--- config.mk ---
export PLATFORM = sky130hd
export DESIGN_NAME = chain_serializer
export DESIGN_NICKNAME = d
export VERILOG_FILES = /design/src/rtl/chain_serializer.sv
export SDC_FILE = /design/constraint.sdc
export NUM_CORES = 1
export LEC_CHECK = 0
export CELL_PAD_IN_SITES_DETAIL_PLACEMENT = 1
export CELL_PAD_IN_SITES_GLOBAL_PLACEMENT = 1
export CORE_UTILIZATION = 40
export CTS_BUF_LIST = sky130_fd_sc_hd__clkbuf_2 sky130_fd_sc_hd__clkbuf_4 sky130_fd_sc_hd__clkbuf_8
export DETAILED_ROUTE_END_ITERATION = 10
export PLACE_DENSITY_LB_ADDON = 0.05
export SLEW_MARGIN = 20
export SYNTH_ARGS = -nofsm -noshare
export SYNTH_HDL_FRONTEND = slang
export SYNTH_SLANG_ARGS = --single-unit
--- constraint.sdc ---
create_clock -name clk -period 2 [get_ports clk]
set_clock_uncertainty 0.1 [all_clocks]
set_input_delay 0.3 -clock clk [delete_from_list [all_inputs] [get_ports clk]]
set_output_delay 0.3 -clock clk [all_outputs]
set_load 0.01 [all_outputs]
--- src/rtl/chain_serializer.sv ---
// Byte-to-bitstream serializer: small byte FIFO feeding an MSB-first shifter
// that drives a downstream serial shift chain, with per-frame bit counting.
module chain_serializer #(
  parameter int unsigned LENGTH = 256,
  parameter int unsigned DEPTH  = 4
) (
  input  logic                      clk,
  input  logic                      rst_n,
  input  logic [7:0]                byte_in,
  input  logic                      byte_valid,
  output logic                      byte_ready,
  input  logic                      flush,
  output logic                      sr_din,
  output logic                      sr_clken,
  output logic                      busy,
  output logic [$clog2(LENGTH)-1:0] bit_count,
  output logic                      frame_done
);

  localparam int unsigned CW = $clog2(LENGTH);
  localparam int unsigned AW = $clog2(DEPTH);
  localparam logic [CW-1:0] LAST_BIT = CW'(LENGTH - 1);

  typedef enum logic {IDLE, SHIFT} state_t;

  state_t      state, state_nx;
  logic [7:0]  mem [DEPTH];
  logic [AW:0] wr_ptr, rd_ptr;
  logic [7:0]  head;
  logic        empty, full, push, pop;
  logic [7:0]  hold, hold_nx;
  logic [2:0]  idx, idx_nx;

  // Pointers carry one extra wrap bit so full and empty stay distinguishable.
  assign empty = (wr_ptr == rd_ptr);
  assign full  = (wr_ptr == {~rd_ptr[AW], rd_ptr[AW-1:0]});
  assign head  = mem[rd_ptr[AW-1:0]];
  assign push  = byte_valid && !full;

  assign byte_ready = !full;
  assign sr_clken   = (state == SHIFT);
  assign sr_din     = (state == SHIFT) && hold[7];
  assign busy       = (state == SHIFT) || !empty;
  assign frame_done = (state == SHIFT) && (bit_count == LAST_BIT);

  always_comb begin
    state_nx = state;
    hold_nx  = hold;
    idx_nx   = idx;
    pop      = 1'b0;
    unique case (state)
      IDLE: begin
        if (!empty) begin
          pop      = 1'b1;
          hold_nx  = head;
          idx_nx   = 3'd7;
          state_nx = SHIFT;
        end
      end
      SHIFT: begin
        if (idx != 3'd0) begin
          hold_nx = {hold[6:0], 1'b0};
          idx_nx  = idx - 3'd1;
        end else if (!empty) begin
          // Back-to-back reload keeps the serial stream gap-free.
          pop     = 1'b1;
          hold_nx = head;
          idx_nx  = 3'd7;
        end else begin
          state_nx = IDLE;
        end
      end
      default: state_nx = IDLE;
    endcase
  end

  always_ff @(posedge clk) begin
    if (!rst_n) begin
      state     <= IDLE;
      hold      <= '0;
      idx       <= '0;
      bit_count <= '0;
      wr_ptr    <= '0;
      rd_ptr    <= '0;
    end else if (flush) begin
      state     <= IDLE;
      hold      <= '0;
      idx       <= '0;
      bit_count <= '0;
      wr_ptr    <= '0;
      rd_ptr    <= '0;
    end else begin
      state <= state_nx;
      hold  <= hold_nx;
      idx   <= idx_nx;
      if (state == SHIFT) begin
        bit_count <= bit_count + CW'(1);
      end
      if (push) begin
        mem[wr_ptr[AW-1:0]] <= byte_in;
        wr_ptr              <= wr_ptr + (AW+1)'(1);
      end
      if (pop) begin
        rd_ptr <= rd_ptr + (AW+1)'(1);
      end
    end
  end

endmodule
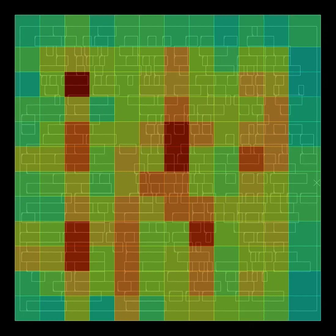
Fig. 1. Routing congestion.
Util after Layout: 53.6%
GRT met1 Usage: 24.2%
grt met2 use: 32.3%
gr busiest metal: met2
post-DR wirelength/cell: 18.4 um

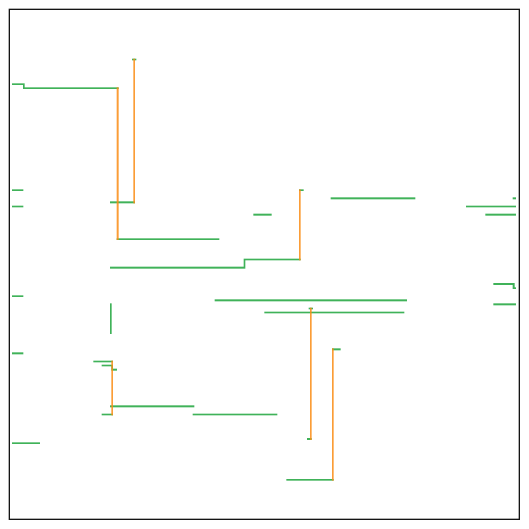
Fig. 2. Signal wires by layer.
Drawn at 6 px/um. Two of the layers only.
legend:
  orange:
    layer: M4
    wire_length: 113 um
  green:
    layer: M3
    wire_length: 224 um
via total after detailed routing: 1888
final routed wirelength across all metal layers: 6210 um
GRT Util Overall: 19.5%

## placed cells by master (no fill, tap or decap), drive strengths merged, types with 4 or more instances in the layout
master / instances
mux2i: 7
a21oi: 5
clkbuf: 14
ha: 8
a31oi: 10
nand2b: 4
nand4: 12
o31ai: 16
mux4: 8
buf: 24
inv: 7
nor2: 5
nand2: 13
xor2: 6
xnor2: 4
edfxtp: 32
clkdlybuf4s50: 20
dfxtp: 28
## metrics by stage
| step | instance area (sq um) | hold slack [ns] | utilization, % | total power [mW] | setup WS (ns) |
|---|---|---|---|---|---|
| after floorplan | 2750 | 0.299 | - | 1.50 | 0.287 |
| after global placement | 3200 | 0.375 | 49.2 | 1.59 | 0.0953 |
| after detailed placement | 3200 | 0.386 | 49.2 | 1.60 | 0.0514 |
| after CTS | 3470 | 0.396 | 53.4 | 2.73 | 0.00363 |
| after global routing | 3480 | 0.412 | 53.6 | 2.80 | 0.00933 |
| final | 3480 | 0.391 | 53.6 | 2.69 | 0.111 |
## power by group
group	switching, mW	leakage (nW)	total [mW]	internal, mW
Clock	0.435	0.111	1.12	0.684
Combinational	0.128	0.577	0.240	0.112
Sequential	0.0175	0.522	1.33	1.31
Total	0.580	1.21	2.69	2.11
## cell families after synthesis
group	after synthesis	share of synthesized area, %
compound gates	43	12.8
mux	15	9.13
fa+ha+maj	8	3.65
simple gates	52	11.0
flops	60	55.5
xor+xnor	10	4.70
buf+inv	19	3.20
## cell type report
class	instances	area share, %
clock buffers	14	5.00
clock inverters	2	1.01
inverters	8	0.863
multi-input cells	128	33.7
flip-flops and latches	60	44.5
well taps	77	2.77
repair buffers	48	12.2
## sequential cells by signal, summed over array words and instances (netlist names), named ones only
name and count:
rd_ptr 3, wr_ptr 3, mem 32, bit_count 8, sr_clken 1, hold 8
idx 3
==> results.cfg <==
; implementation run metrics
[outcome]
outcome = finished, violations left
failed_checks = DRC

[clock_tree]
cts_buffers = 9
tritoncts_num_sinks = 60
cts_max_level = 3
path_clk_slew_ns = 0.06
cts-root-buf = clkbuf_8
cts.path.max_buffers = 2
post_cts_resize_count = 18
postCtsSetupRepairBufs = 1
insertion_delay_of_the_later_clocked_pin_in_the_worst_skew_pair_ns = 0.33
tritoncts = yes
postCtsHoldBufs = 0

[min_path]
hold_path_startpoint = hold[7]
timing.hold.worst.class = reg2reg
worst_hold_path.endpoint = hold[7]
holdPathStages = 2

[cells_and_area]
layout-drive-gt1-share_pct = 28.5
ff_latch_area_sq_um = 1550
layout.cells.non_filler = 337
layout.nets = 275
n_fill_cell = 643
area_growth_syn_to_layout_pct = 27.0
mi_logic_area_sq_um = 1170
antenna_diode_count = 0

[logic_synthesis]
ys_seq_share_pct = 55.5
synth-main-ff-cell = edfxtp_1
synth-warning-count = 0
synth_cell_type_count = 45
count_of_instantiated_cells_in_the_yosys_netlist = 207
synthMostInstantiatedCell = edfxtp_1
yosysChipArea_sq_um = 2740
number_of_enable_flip_flop_cells = 32
netlist.area_leader.share_pct = 35.1
postSynthAreaPerCell_sq_um = 13.2
ys_seq_elements = 60
yosys.area.top_type = edfxtp_1
post_synth_inst_count = 207
synth-async-reset-ratio_pct = 0
ys_top_cells_by_count = edfxtp_1 (32), dfxtp_1 (28), o31ai_1 (15)
post_synth_main_area_contributors = edfxtp_1 (35%), dfxtp_1 (20%), mux4_2 (6.6%)
syn-cell-area_sq_um = 2740
syn_nets = 227

[critical_path]
critPathMaxStageDelay_ns = 0.37
setup.worst_path.class = reg2out
worst_ep_required_time_ns = 1.60
worstSetupStartpoint = bit_count[0]
crit_buf_inv = 1
r2r_setup_slack_ns = 0.36
setup_crit_end = frame_done
end_kind = output port
worst_setup_path_start_kind = flip-flop
worst_r2r_endpoint = rd_ptr[1]
timing.critical_path.slowest_stage_cell = dfxtp_2
arrival_ns = 1.49
r2r-start = idx[0]
worst-r2r-cell-count = 5
cell_by_cell_trace_of_the_critical_path = ha_2 -> nand3_1 -> nor3_2 -> dlygate4sd2_1
worstSetupPathDepth = 4
critical-path-top-delay-family = flip-flops
critical_path_peak_fanout = 4

[floorplanning]
ioPinCount = 25
die-width_um = 84.8
core_util_floorplan_pct = 42.2
core_area_sq_um = 6490
floorplan.rows = 29
floorplan.die.height_um = 84.8
design.die.area_sq_um = 7190

[timing]
setup_viol = 0
final_period_minus_worst_setup_slack_ns = 1.89
slew_headroom_pct = 75.1
timing.final.max_slew_violations = 0
rsz0062_at_grt = no
worst_pin_slew_ns = 0.373
finalHoldViolCount = 0
timing.fmax_ghz = 0.529
setup-tns-final_ns = 0
fin_crit_sh_pct = 94.4

[job]
warnings = 30
max-cap-violations = 0

[route]
met3RoutedLength_um = 224
met2_wirelength_um = 3090
highest_layer = met4
drt-vias-per-instance = 5.60
detailedRoute.firstIterationViolations = 98
drt-met1-wl_um = 2780
route.detailed.drc = 1
postRouteAntennaNets = 0
drt_pass1_iterations = 7

[placement]
cells_after_dpl = 320
port-buffer-count = 24
hpwl_um = 4590
gp_congestion = 0.786

[global_route]
grt_first_pass_wirelength_um = 10400
initial_antenna_violation_count = 0
grtUsageMet3_pct = 5.11
maximum_number_of_pins_on_one_net_before_global_route_repair = 20
grt_pass1_vias = 2045
overflow = 0

[pwr]
peakVddDrop_uv = 560
power.static_leakage_nw = 1.21
cellPowerDensity_nw_per_um2 = 772
Power and IR drop assume default switching activity.
